Clock routing:
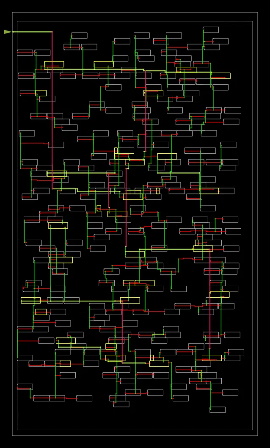
Metal 4:
Drawn at 2 px/um.
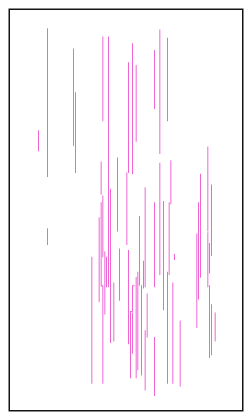
Selected gate families:
Drawn at 2 px/um.
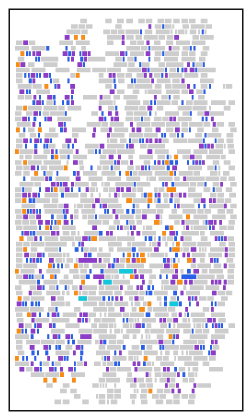
Signal wires by layer:
Drawn at 2 px/um. Two of the layers only.
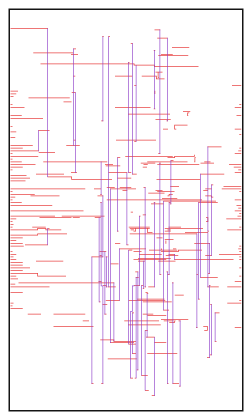
Ports around the boundary:
Drawn at 2 px/um. Pins as bars across the die edge, other pins in gray.
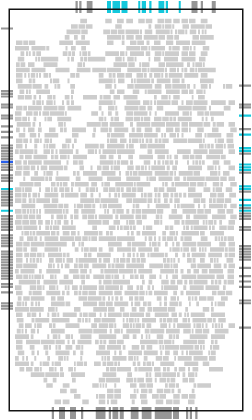
**config.mk**
```make
export PLATFORM = sky130hd
export DESIGN_NAME = inst_fetch
export DESIGN_NICKNAME = d
export VERILOG_FILES = /design/src/rtl/inst_fetch.sv
export SDC_FILE = /design/constraint.sdc
export NUM_CORES = 1
export LEC_CHECK = 0
export ABC_CLOCK_PERIOD_IN_PS = 5400
export CORE_AREA = 2 2 114 198
export DETAILED_ROUTE_END_ITERATION = 8
export DIE_AREA = 0 0 116 200
export PLACE_DENSITY = 0.79
export SLEW_MARGIN = 15
export SYNTH_ARGS = -nofsm -noshare
export SYNTH_HDL_FRONTEND = slang
export SYNTH_SLANG_ARGS = --single-unit
```
**constraint.sdc**
```tcl
create_clock -name clk -period 5.4 [get_ports clk]
set_clock_uncertainty 0.05 [all_clocks]
set_input_delay 1.08 -clock clk [delete_from_list [all_inputs] [get_ports clk]]
set_output_delay 1.08 -clock clk [all_outputs]
set_load 0.02 [all_outputs]
```
**src/rtl/inst_fetch.sv**
```systemverilog
// Instruction fetch stage: owns the fetch PC, keeps at most one bus request
// outstanding, buffers returned words in a 2-entry FIFO and handles redirects
// by flushing the FIFO and killing any in-flight response.
module inst_fetch #(
  parameter logic [31:0] RESET_ADDR = 32'h0000_0000,
  parameter logic [31:0] INST_NOP   = 32'h0000_0013
) (
  input  logic        clk,
  input  logic        rst_sync_n,
  input  logic        stall_n,
  input  logic        redirect_valid,
  input  logic [31:0] redirect_addr,
  output logic        ibus_req,
  output logic [31:0] ibus_addr,
  input  logic        ibus_gnt,
  input  logic        ibus_rvalid,
  input  logic [31:0] ibus_rdata,
  input  logic        ibus_err,
  output logic [31:0] instruction_addr_if,
  output logic [31:0] instruction_if,
  output logic        exception_if,
  output logic        fetch_bubble
);

  logic [31:0]      pc;
  logic [1:0][31:0] f_addr;
  logic [1:0][31:0] f_inst;
  logic [1:0]       f_exc;
  logic [1:0]       count;
  logic             outstanding;
  logic             kill;
  logic             halted;
  logic             sticky;     // request shown last cycle, not yet granted
  logic             stale;      // sticky request was overtaken by a redirect
  logic             mis_pend;   // misaligned redirect: push fault entry next cycle
  logic [31:0]      hold_addr;
  logic [31:0]      req_addr;   // address of the granted, in-flight request

  logic        pop;
  logic        push;
  logic [31:0] push_addr;
  logic [31:0] push_inst;
  logic        push_exc;
  logic [2:0]  occ;
  logic        new_req;
  logic        gnt;
  logic        mis_redir;
  logic        out_next;
  logic        wr_idx;
  logic [1:0]  cnt_m_pop;

  // Issue decision, FIFO push source and next outstanding state
  always_comb begin
    pop       = stall_n && (count != 2'd0);
    occ       = {1'b0, count} + {2'b0, outstanding} - {2'b0, pop};
    new_req   = !halted && !redirect_valid && (occ <= 3'd1);
    ibus_req  = rst_sync_n && (sticky || new_req);
    ibus_addr = sticky ? hold_addr : pc;
    gnt       = ibus_req && ibus_gnt;
    mis_redir = redirect_valid && (redirect_addr[1:0] != 2'b00);
    out_next  = gnt ? 1'b1 : (ibus_rvalid ? 1'b0 : outstanding);
    push      = 1'b0;
    push_addr = pc;
    push_inst = INST_NOP;
    push_exc  = 1'b0;
    // Any response arriving while a fault entry is pending is necessarily killed.
    if (mis_pend) begin
      push     = 1'b1;
      push_exc = 1'b1;
    end else if (ibus_rvalid && outstanding && !kill) begin
      push      = 1'b1;
      push_addr = req_addr;
      push_inst = ibus_rdata;
      push_exc  = ibus_err;
    end
    cnt_m_pop = count - {1'b0, pop};
    wr_idx    = cnt_m_pop[0];
  end

  // Fetch state, bus tracking and FIFO storage
  always_ff @(posedge clk) begin
    if (!rst_sync_n) begin
      pc          <= RESET_ADDR;
      count       <= 2'd0;
      outstanding <= 1'b0;
      kill        <= 1'b0;
      halted      <= 1'b0;
      sticky      <= 1'b0;
      stale       <= 1'b0;
      mis_pend    <= 1'b0;
      hold_addr   <= RESET_ADDR;
      req_addr    <= RESET_ADDR;
      f_addr      <= '0;
      f_inst      <= '0;
      f_exc       <= '0;
    end else begin
      sticky      <= ibus_req && !ibus_gnt;
      stale       <= ibus_req && !ibus_gnt && (stale || redirect_valid);
      if (ibus_req && !ibus_gnt) hold_addr <= ibus_addr;
      outstanding <= out_next;
      if (gnt) req_addr <= ibus_addr;
      mis_pend    <= mis_redir;

      if (redirect_valid)                kill <= out_next;
      else if (gnt)                      kill <= stale;
      else if (ibus_rvalid && outstanding) kill <= 1'b0;

      // A stale grant belongs to the old stream and must not advance the PC.
      if (redirect_valid)     pc <= redirect_addr;
      else if (gnt && !stale) pc <= pc + 32'd4;

      if (redirect_valid)         halted <= mis_redir;
      else if (push && push_exc)  halted <= 1'b1;

      if (redirect_valid) begin
        count <= 2'd0;
      end else begin
        if (pop) begin
          f_addr[0] <= f_addr[1];
          f_inst[0] <= f_inst[1];
          f_exc[0]  <= f_exc[1];
        end
        if (push) begin
          f_addr[wr_idx] <= push_addr;
          f_inst[wr_idx] <= push_inst;
          f_exc[wr_idx]  <= push_exc;
        end
        count <= count + {1'b0, push} - {1'b0, pop};
      end
    end
  end

  // Head-of-FIFO presentation; bubble with current PC when empty
  always_comb begin
    fetch_bubble        = (count == 2'd0);
    instruction_addr_if = fetch_bubble ? pc : f_addr[0];
    exception_if        = !fetch_bubble && f_exc[0];
    instruction_if      = (fetch_bubble || f_exc[0]) ? INST_NOP : f_inst[0];
  end

endmodule

```
==> summary.txt <==
From the run reports.

- The minimum period implied by the final worst setup slack is 5070 ps.
- The wire length on met1 is 13500 um.
- The most common logic cells in the final layout are nand2_1, dfxtp_1, clkdlybuf4s50_1.
- In the layout the tool counted multi-input logic cells amounting to 1010.
- For this run, the register share of the synthesized area comes to 0.401.
- The cell count of the worst reg-to-reg path reads 10.
- The tap cell instance count is 292.
- The TritonCTS clock tree is yes.
- The power density over the cells reads 289 nW/um^2.
- The xor and xnor fraction of the mapped netlist area reads 0.0112.
- Hold timing on the final database bottoms out at a slack of 404 ps.
- The gate count after technology mapping is 1410.
- The internal power is 0.00299 W.
- The synthesis-to-finish area growth reads 21.7%.
- The cell total in the yosys stat output is 1410.
- Warnings reported by Yosys during synthesis add up to 0.
- The combined area of the multi-input logic cells reads between 6000 and 7000 sq um.
- The number of OpenROAD warnings reads 27.
- The max-capacitance violation count is 0.
- In the final layout, the registers with the most flip-flops are f_addr (64), f_inst (64).
- The global routing report lists met1 layer usage as 0.344.
- Looking at the post-CTS report, the setup buffer insertion count equals 0.
- The clock passes through at most 3 buffers.
- The instance area after placement reads 13500 sq um.
- The post-layout total power is about 0.0041 W.
- The maximum level of the CTS H-tree reads 1.
- The floorplan step defined a core boundary enclosing around 21000 sq um.
- The share of the core filled by cells before placement is 0.543.
- Setup repair after global routing left no endpoint under its margin.
- Per the timing report, the most critical flop-to-flop path originates at count[0]$_SDFF_PP0_.
- Among all cell classes, the greatest summed area belongs to logic gates.
- By count the netlist is led by nand2_1, dfxtp_1, clkbuf_1.
- The number of filler cells placed in the layout is 1847.
- In the finished design, the share of the clock period the worst path needs comes to 0.940.
- The yosys stat chip area reads 11700 sq um.
- The critical path in this run is classified as in -> out.
- Yosys instantiated no cell more often than nand2_1.
- The highest-utilization routing layer at the global route stage is met2.
- The switching power as a share of total power is 0.274.
- The worst slack after detailed placement reads 354 ps.
- The share of total power dissipated in combinational logic is 0.164.
- The kind of cell adding the most delay to the critical path is buffers and inverters.
- The synthesized design contains 0 enable-type register cells.
- The number of synthesized register bits reads approximately 230.
- In this run the mean area of a mapped cell was a little over 8 sq um.
- The final setup slack of the worst path reads 325 ps.
- The dominant synthesized flop cell reads dfxtp_1.
- The biggest power consumer among the groups reads sequential cells.
- The first-pass iteration count of the detailed router reads 7.
- By area the synthesized netlist is led by dfxtp_1, nand2_1, o211a_1.
- The async set or reset register ratio after synthesis reads 0.
- The quantity of I/O buffers inserted on ports reads 169.
- The sequential cell area reads 4690 sq um.
- The layout report lists the clock-cell share of area as 0.0491.
- The highest cell delay on the worst timing path is 630 ps.
- The register-to-register setup slack is ~1600 ps.
- The flow ran to the end, and the final reports show no timing, DRC or antenna violations.
About 'clock routing':
TritonCTS Buffers: 22
number of sinks handled by clock tree synthesis: 234
Clk. pwr: 0.00154 W
FF+latch count: 234
clock buffer instance count of the final layout: 33

About 'metal 4':
main direction	vertical
nets with wire on the layer	50

About 'selected gate families':
color	family	cells
blue	nand cells	318
cyan	fa/ha/maj cells	4
orange	and/or cells	64
purple	aoi and oai cells	293
number of standard cells in the layout, taps in and fillers out: 1797
combinational share of cell area: 0.453

About 'signal wires by layer':
color	layer	wire length
red	metal 3	2040 um
purple	metal 4	2270 um
Tot GR Track Use: 0.309
final routed wire length divided by cell count: 20.2 um
Vias: 11000
Detailed Route WL: 36200 um

About 'ports around the boundary':
color	port	pins	direction	edge
blue	`exception_if`	1	output	left
cyan	`instruction_addr_if`	32	output	18 top, 12 right, 2 left
die height: 200 um
chip width: 116 um

Power figures rest on the tool's default switching activity, not on a simulated workload.
